==> config.mk <==
export PLATFORM = sky130hd
export DESIGN_NAME = lea_block_loader
export DESIGN_NICKNAME = d
export VERILOG_FILES = /design/src/rtl/lea_block_loader.sv
export SDC_FILE = /design/constraint.sdc
export NUM_CORES = 1
export LEC_CHECK = 0
export CAP_MARGIN = 0
export CORE_ASPECT_RATIO = 0.8
export CORE_MARGIN = 4
export CORE_UTILIZATION = 52
export CTS_CLUSTER_DIAMETER = 120
export DETAILED_ROUTE_END_ITERATION = 8
export PLACE_DENSITY = 0.85
export SLEW_MARGIN = 40
export SYNTH_ARGS = -nofsm -noshare
export SYNTH_HDL_FRONTEND = slang
export SYNTH_SLANG_ARGS = --single-unit
==> constraint.sdc <==
create_clock -name clk -period 3.97 [get_ports clk]
set_input_delay 0.794 -clock clk [delete_from_list [all_inputs] [get_ports clk]]
set_output_delay 0.794 -clock clk [all_outputs]
set_load 0.05 [all_outputs]
==> src/rtl/lea_block_loader.sv <==
// -----------------------------------------------------------------------------
// lea_block_loader
//
// Purpose:
//   Byte-serial input sequencer for the LEA core. Bytes from the host/UART
//   side are accepted one per valid/ready handshake. NBYTES of them are packed
//   into one block register, with the first byte in lane 0 (the LSBs). The
//   block is then presented to the core with a valid/ready handshake. A flush
//   pulse ends a partial block. A 16-bit counter tracks accepted blocks.
//
// Configuration macro:
//   LEA_LOADER_PAD_EN - when defined, a flush of a non-empty partial block
//                       issues that block zero-padded, with blk_nbytes set to
//                       the number of bytes collected. When undefined, the
//                       partial block is discarded.
//
// Parameters:
//   NBYTES  bytes per block (2..16); BW = 8*NBYTES, CW = $clog2(NBYTES)+1
//
// Ports:
//   clk            in   system clock, rising edge
//   rst_n          in   asynchronous active-low reset
//   din[7:0]       in   input byte
//   din_valid      in   din holds a byte
//   din_ready      out  loader accepts din this cycle
//   flush          in   one-cycle pulse: terminate the current partial block
//   blk_out[BW-1:0] out packed block to the LEA core
//   blk_valid      out  blk_out holds a complete block
//   blk_ready      in   core accepts blk_out
//   blk_nbytes[CW-1:0] out valid byte count in blk_out
//   blocks_issued[15:0] out count of accepted blocks (wraps)
// -----------------------------------------------------------------------------
module lea_block_loader #(
    parameter  int NBYTES = 16,
    localparam int BW     = 8 * NBYTES,
    localparam int CW     = $clog2(NBYTES) + 1
) (
    input  logic          clk,
    input  logic          rst_n,
    input  logic [7:0]    din,
    input  logic          din_valid,
    output logic          din_ready,
    input  logic          flush,
    output logic [BW-1:0] blk_out,
    output logic          blk_valid,
    input  logic          blk_ready,
    output logic [CW-1:0] blk_nbytes,
    output logic [15:0]   blocks_issued
);

    typedef enum logic [1:0] {
        S_INIT    = 2'd0,
        S_COLLECT = 2'd1,
        S_HOLD    = 2'd2
    } state_t;

    state_t        r_state;
    state_t        w_state_next;
    logic [CW-1:0] r_cnt;
    logic [CW-1:0] w_cnt_next;
    logic [BW-1:0] r_blk;
    logic [BW-1:0] w_blk_next;
    logic [CW-1:0] r_nbytes;
    logic [CW-1:0] w_nbytes_next;
    logic [15:0]   r_issued;
    logic [15:0]   w_issued_next;

    logic          w_din_ready;
    logic          w_accept;
    logic          w_last_byte;
    logic          w_flush_partial;
    logic [NBYTES-1:0] w_lane_wr;
    logic [BW-1:0] w_blk_written;

    // flush is the only combinational input into din_ready; it blocks the
    // handshake so a byte presented alongside flush is not consumed.
    assign w_din_ready     = (r_state == S_COLLECT) && !flush;
    assign w_accept        = din_valid && w_din_ready;
    assign w_last_byte     = (r_cnt == CW'(NBYTES - 1));
    assign w_flush_partial = (r_state == S_COLLECT) && flush && (r_cnt != '0);

    // One write-enable per byte lane; the lane addressed by the byte counter
    // takes din on an accept, every other lane keeps its contents.
    generate
        for (genvar gi = 0; gi < NBYTES; gi++) begin : g_lane
            assign w_lane_wr[gi] = w_accept && (r_cnt == CW'(gi));
            assign w_blk_written[8*gi +: 8] = w_lane_wr[gi] ? din : r_blk[8*gi +: 8];
        end
    endgenerate

    // State register
    always_ff @(posedge clk or negedge rst_n) begin
        if (!rst_n) begin
            r_state <= S_INIT;
        end else begin
            r_state <= w_state_next;
        end
    end

    // Datapath registers
    always_ff @(posedge clk or negedge rst_n) begin
        if (!rst_n) begin
            r_cnt    <= '0;
            r_blk    <= '0;
            r_nbytes <= '0;
            r_issued <= '0;
        end else begin
            r_cnt    <= w_cnt_next;
            r_blk    <= w_blk_next;
            r_nbytes <= w_nbytes_next;
            r_issued <= w_issued_next;
        end
    end

    // Next-state and next-datapath decode
    always_comb begin
        w_state_next  = r_state;
        w_cnt_next    = r_cnt;
        w_blk_next    = r_blk;
        w_nbytes_next = r_nbytes;
        w_issued_next = r_issued;

        case (r_state)
            S_INIT: begin
                w_state_next = S_COLLECT;
            end

            S_COLLECT: begin
                if (w_flush_partial) begin
                    w_cnt_next = '0;
`ifdef LEA_LOADER_PAD_EN
                    // Issue what was collected; lanes never written are
                    // still zero from the last clear.
                    w_nbytes_next = r_cnt;
                    w_state_next  = S_HOLD;
`else
                    w_blk_next    = '0;
`endif
                end else if (w_accept) begin
                    w_blk_next = w_blk_written;
                    if (w_last_byte) begin
                        w_cnt_next    = '0;
                        w_nbytes_next = CW'(NBYTES);
                        w_state_next  = S_HOLD;
                    end else begin
                        w_cnt_next = r_cnt + 1'b1;
                    end
                end
            end

            S_HOLD: begin
                // Block and count stay frozen until the core takes them.
                if (blk_ready) begin
                    w_issued_next = r_issued + 16'd1;
                    w_blk_next    = '0;
                    w_nbytes_next = '0;
                    w_state_next  = S_COLLECT;
                end
            end

            default: begin
                w_state_next = S_INIT;
            end
        endcase
    end

    assign din_ready     = w_din_ready;
    assign blk_valid     = (r_state == S_HOLD);
    assign blk_out       = r_blk;
    assign blk_nbytes    = r_nbytes;
    assign blocks_issued = r_issued;

endmodule
### Gate families picked out

Drawn at 4 px/µm.
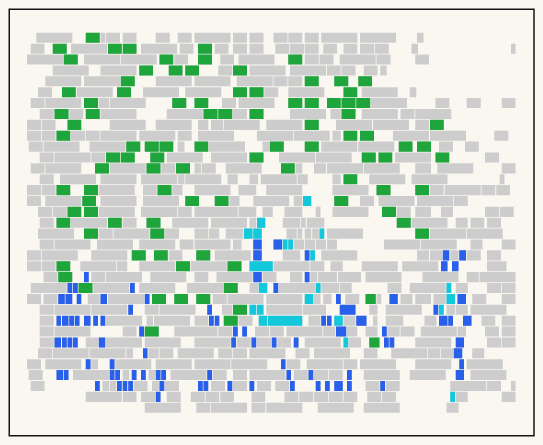
[cyan] NOR gates | cells: 22
[blue] NAND gates | cells: 94
[green] AND-OR and OR-AND gates | cells: 98
multi-input gate share of the layout cell area: 26.5%
most common logic cell in the routed design: clkdlybuf4s50_1
post-layout instance count excluding filler cells: 810

### Zoomed window

Window x 50 to 80, y 17 to 47 µm. Cells in gray, sequential cells in the stronger gray; small squares are vias.
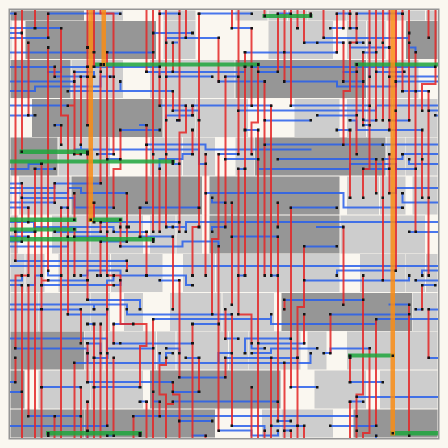
[orange] metal 4
[red] metal 2
[blue] metal 1
[green] metal 3
most frequent: nand2_1 (14), dfrtp_1 (13), clkdlybuf4s50_1 (7)
netlist names of flops here include: blk_out (11), r_cnt (2)
cells with their middle in the window: 68
sequential cells in the window: 13

==> run notes <==
Main metrics from the flow reports.

Counting the fill cells in the layout gives approximately 770. The worst setup path is launched from an input pin. The buffering stage count on the worst path with inverters included is 2. The end point of the critical path is din_ready. The net switching power came out at 0.00220 W. The number of instances in the synthesized netlist is 498.

The area overhead of the layout relative to synthesis came out at 36.0%. Detailed placement ended at an HPWL of ~12,000 µm. The count of state elements after synthesis came out at about 150. Per report_power, the combinational group accounts for 35.6% of the total. Summing the areas of all compound-gate instances in the mapped netlist gives 18.9% of the synthesized area. The number of global-route vias before repair is 5,359. The number of buffers created by CTS came out at 17. The worst-case vdd ir drop is between 0.3 and 0.4 mV. The worst path uses 77.1% of the clock period. The maximum fanout encountered on the critical timing path is 7.

The port buffer count is 159. The total number of vias came out at about 5.2k. Grouping stages by cell kind, the critical path spends the most delay in buffers and inverters. The cell area reported after detailed placement came out at 0.00791 mm².

The multiplexer area fraction after synthesis is 2.55%. Walking the worst path, the cells encountered are clkdlybuf4s50_1 -> nor2_1 -> clkdlybuf4s50_1. The total negative slack came out at 0 ps.

The length of the first detailed-routing pass in iterations is 5. The switching share of power came out at 40.4%. The post-synthesis instance area came out at 0.00627 mm². Counting pins that exceed their max-slew limit in the final report gives 0. The floorplan step defined a die boundary enclosing 0.0139 mm².

The internal power component came out at 0.00325 W. The static leakage power is between 3 and 4 nW. The area share of the largest cell type after synthesis came out at 60.6%. Per the summary, power density relative to cell area is 640 mW/mm².

The largest net degree at the start of global routing came out at approximately 94. The final wirelength is between 15,000 and 20,000 µm. The wire length of the first global-routing pass is roughly 30,000 µm.

The TritonCTS clock tree is built. The warning total across the stage logs is 29. Cells fill 73.3% of the core in the end.

The starting utilization of the core area came out at 53.8%. Overall routing resource usage recorded by global route was 27.6%. The area fraction in and, or, nand and nor cells is 10.6%. The routed design shows a via density per instance of approximately 6.4. The number of instances resized during post-cts repair is 0. The peak per-stage delay on the critical path came out at 810 ps. The clock distribution power came out at 0.00166 W.

The number of library cell types mapped by synthesis is 45. The first element of the critical path is flush. The number of setup buffers added after CTS is 0.

The H-tree generated during clock tree synthesis spans 4 levels. The tally of nets with antenna violations remaining after routing came out at 0. The most used standard cell by instance count after synthesis is dfrtp_1. For this run, the final setup violation count is recorded as 0.

Ranked by total cell area, the synthesized netlist is headed by dfrtp_1 (61%), a32o_1 (15%), nand2_1 (4.0%). The critical path crosses 3 cells after its start point. After floorplanning, the core was divided into 35 placement rows. The worst endpoint data arrival time is approximately 2300 ps. The x dimension of the die is 131 µm. For this run the aggregate overflow at the end of global routing stands at 0. The number of I/O pins is ~160.

Clock-pin slew was measured on the worst setup and hold paths at approximately 60 ps. The post-route netlist has around a tenth of its cells at a drive strength greater than 1. The run finished with clean final reports.

Per the log, the first TritonRoute iteration ended with a DRC count of roughly 440. The quantity of hold-fixing buffers added after cts came out at 0. Looking at the setup timing report, the critical path kind is input pin to primary output. The area taken by flip-flops and latches is 0.00380 mm².

For this run, the top clock speed supported by timing is ~330 MHz. The launching point of the worst reg2reg path is r_state[1]. The capture point of the worst register-to-register path is recorded as blk_out[42]. The maximum number of buffers from clock root to sink is 2. The average cell area after synthesis is between 10 and 15 µm².

The Yosys step of the flow raised 0 warnings. The cell depth of the worst flop-to-flop path is 5. Counting I/O delays and the setup requirement, the final critical path takes 3060 ps. The setup slack on the worst flop-to-flop path came out at approximately 1400 ps. The yosys synthesis chip area is roughly 0.0063 mm².

The tree built by TritonCTS fans out to 152 sinks. The count of library flops with an enable pin came out at 0. The final hold slack is between 400 and 500 ps. The number of antenna diodes came out at 0. The worst relative slew slack came out at a little over two fifths. Of the combinational cells, the family taking the most area is AND-OR/OR-AND gates. For the combinational group, total power comes out at just under 0.002 W. The power after layout came out at 0.00546 W.

STA classifies the critical path endpoint as a primary output. The CTS root buffer is clkbuf_16. The clock latency at the later pin of the worst-skew pair came out at between 400 and 500 ps. The chip height came out at 106 µm. Looking at the critical path, the single cell with the biggest stage delay is clkdlybuf4s50_1. The main flop type is dfrtp_1.

The required time at the worst endpoint is listed as 3180 ps. The hold violation count in the final report came out at 0. The number of cells reported by Yosys stat comes to 498. The post-detailed-route wirelength per cell is about 23 µm. The number of nets in the final layout is 667. The placer congestion estimate came out at 0.870. Of the total power, registers draw 33.9%. Setup repair after global routing left no endpoint under its margin. Power attributed to sequential cells is 0.00185 W. By count the netlist is led by dfrtp_1 (152), a32o_1 (96), nand2_1 (67), clkbuf_1 (25), mux2i_1 (16). The transition time at the pin with the least slew margin came out at 869 ps. Of all power groups, the one with the highest power is combinational cells. The post-route clock skew is 15.4 ps. Per STA, the library cell used most along the worst path is clkdlybuf4s50_1. The final design area excluding fillers is 0.00853 mm². For reference, XOR and XNOR gates occupy 2.23% of the area reported after synthesis.

The logic area is 0.00226 mm². The share of the Yosys chip area taken by registers is 60.6%.
layout make-up:
type / count / share of cell area, %
Clock buffer: 17 / 4.99
Multi-Input combinational cell: 304 / 26.5
Timing Repair Buffer: 169 / 19.3
Clock inverter: 15 / 2.17
Tap cell: 148 / 2.17
Sequential cell: 152 / 44.6
Inverter: 5 / 0.220
metrics by stage:
stage | worst slack (ps) | std cells
2_1_floorplan | 1730 | 501
3_3_place_gp | 728 | 778
3_5_place_dp | 629 | 778
4_1_cts | 906 | 810
5_1_grt | 774 | 810
6_report | 908 | 810
routing by layer:
| layer | share of wire, % | global-route usage, % |
|---|---|---|
| met1 | 41 | 37.8 |
| met2 | 45 | 39.3 |
| met3 | 10 | 10.7 |
| met4 | 3.2 | 11.8 |
| met5 | 0 | 0 |
placed cells by master (no fill, tap or decap), drive strengths merged, types with 2 or more instances in the layout:
master / Yosys / routed
nand4: 6 / 6
and3b: 2 / 2
clkbuf: 25 / 18
and2: 3 / 3
nand3: 12 / 12
a21oi: 12 / 12
and3: 4 / 4
a21o: 2 / 2
mux2i: 16 / 16
nand3b: 2 / 2
xnor2: 11 / 11
xor2: 5 / 5
clkdlybuf4s50: 0 / 154
buf: 15 / 14
nor2b: 4 / 4
clkinvlp: 0 / 3
nand2: 67 / 67
a31oi: 6 / 6
nand2b: 6 / 6
inv: 5 / 12
and4b: 2 / 2
ha: 5 / 5
clkinv: 0 / 3
nor2: 13 / 13
conb: 1 / 4
o21ai: 11 / 11
dfrtp: 152 / 152
a32o: 96 / 96
bufinv: 0 / 2
nor3: 3 / 3
flip-flops by register name, indices dropped and copies added (netlist names):
| signal | flops |
|---|---|
| blk_out | 128 |
| blocks_issued | 16 |
| r_cnt | 5 |
| r_state | 2 |
| blk_nbytes | 1 |
Power figures rest on the tool's default switching activity, not on a simulated workload.
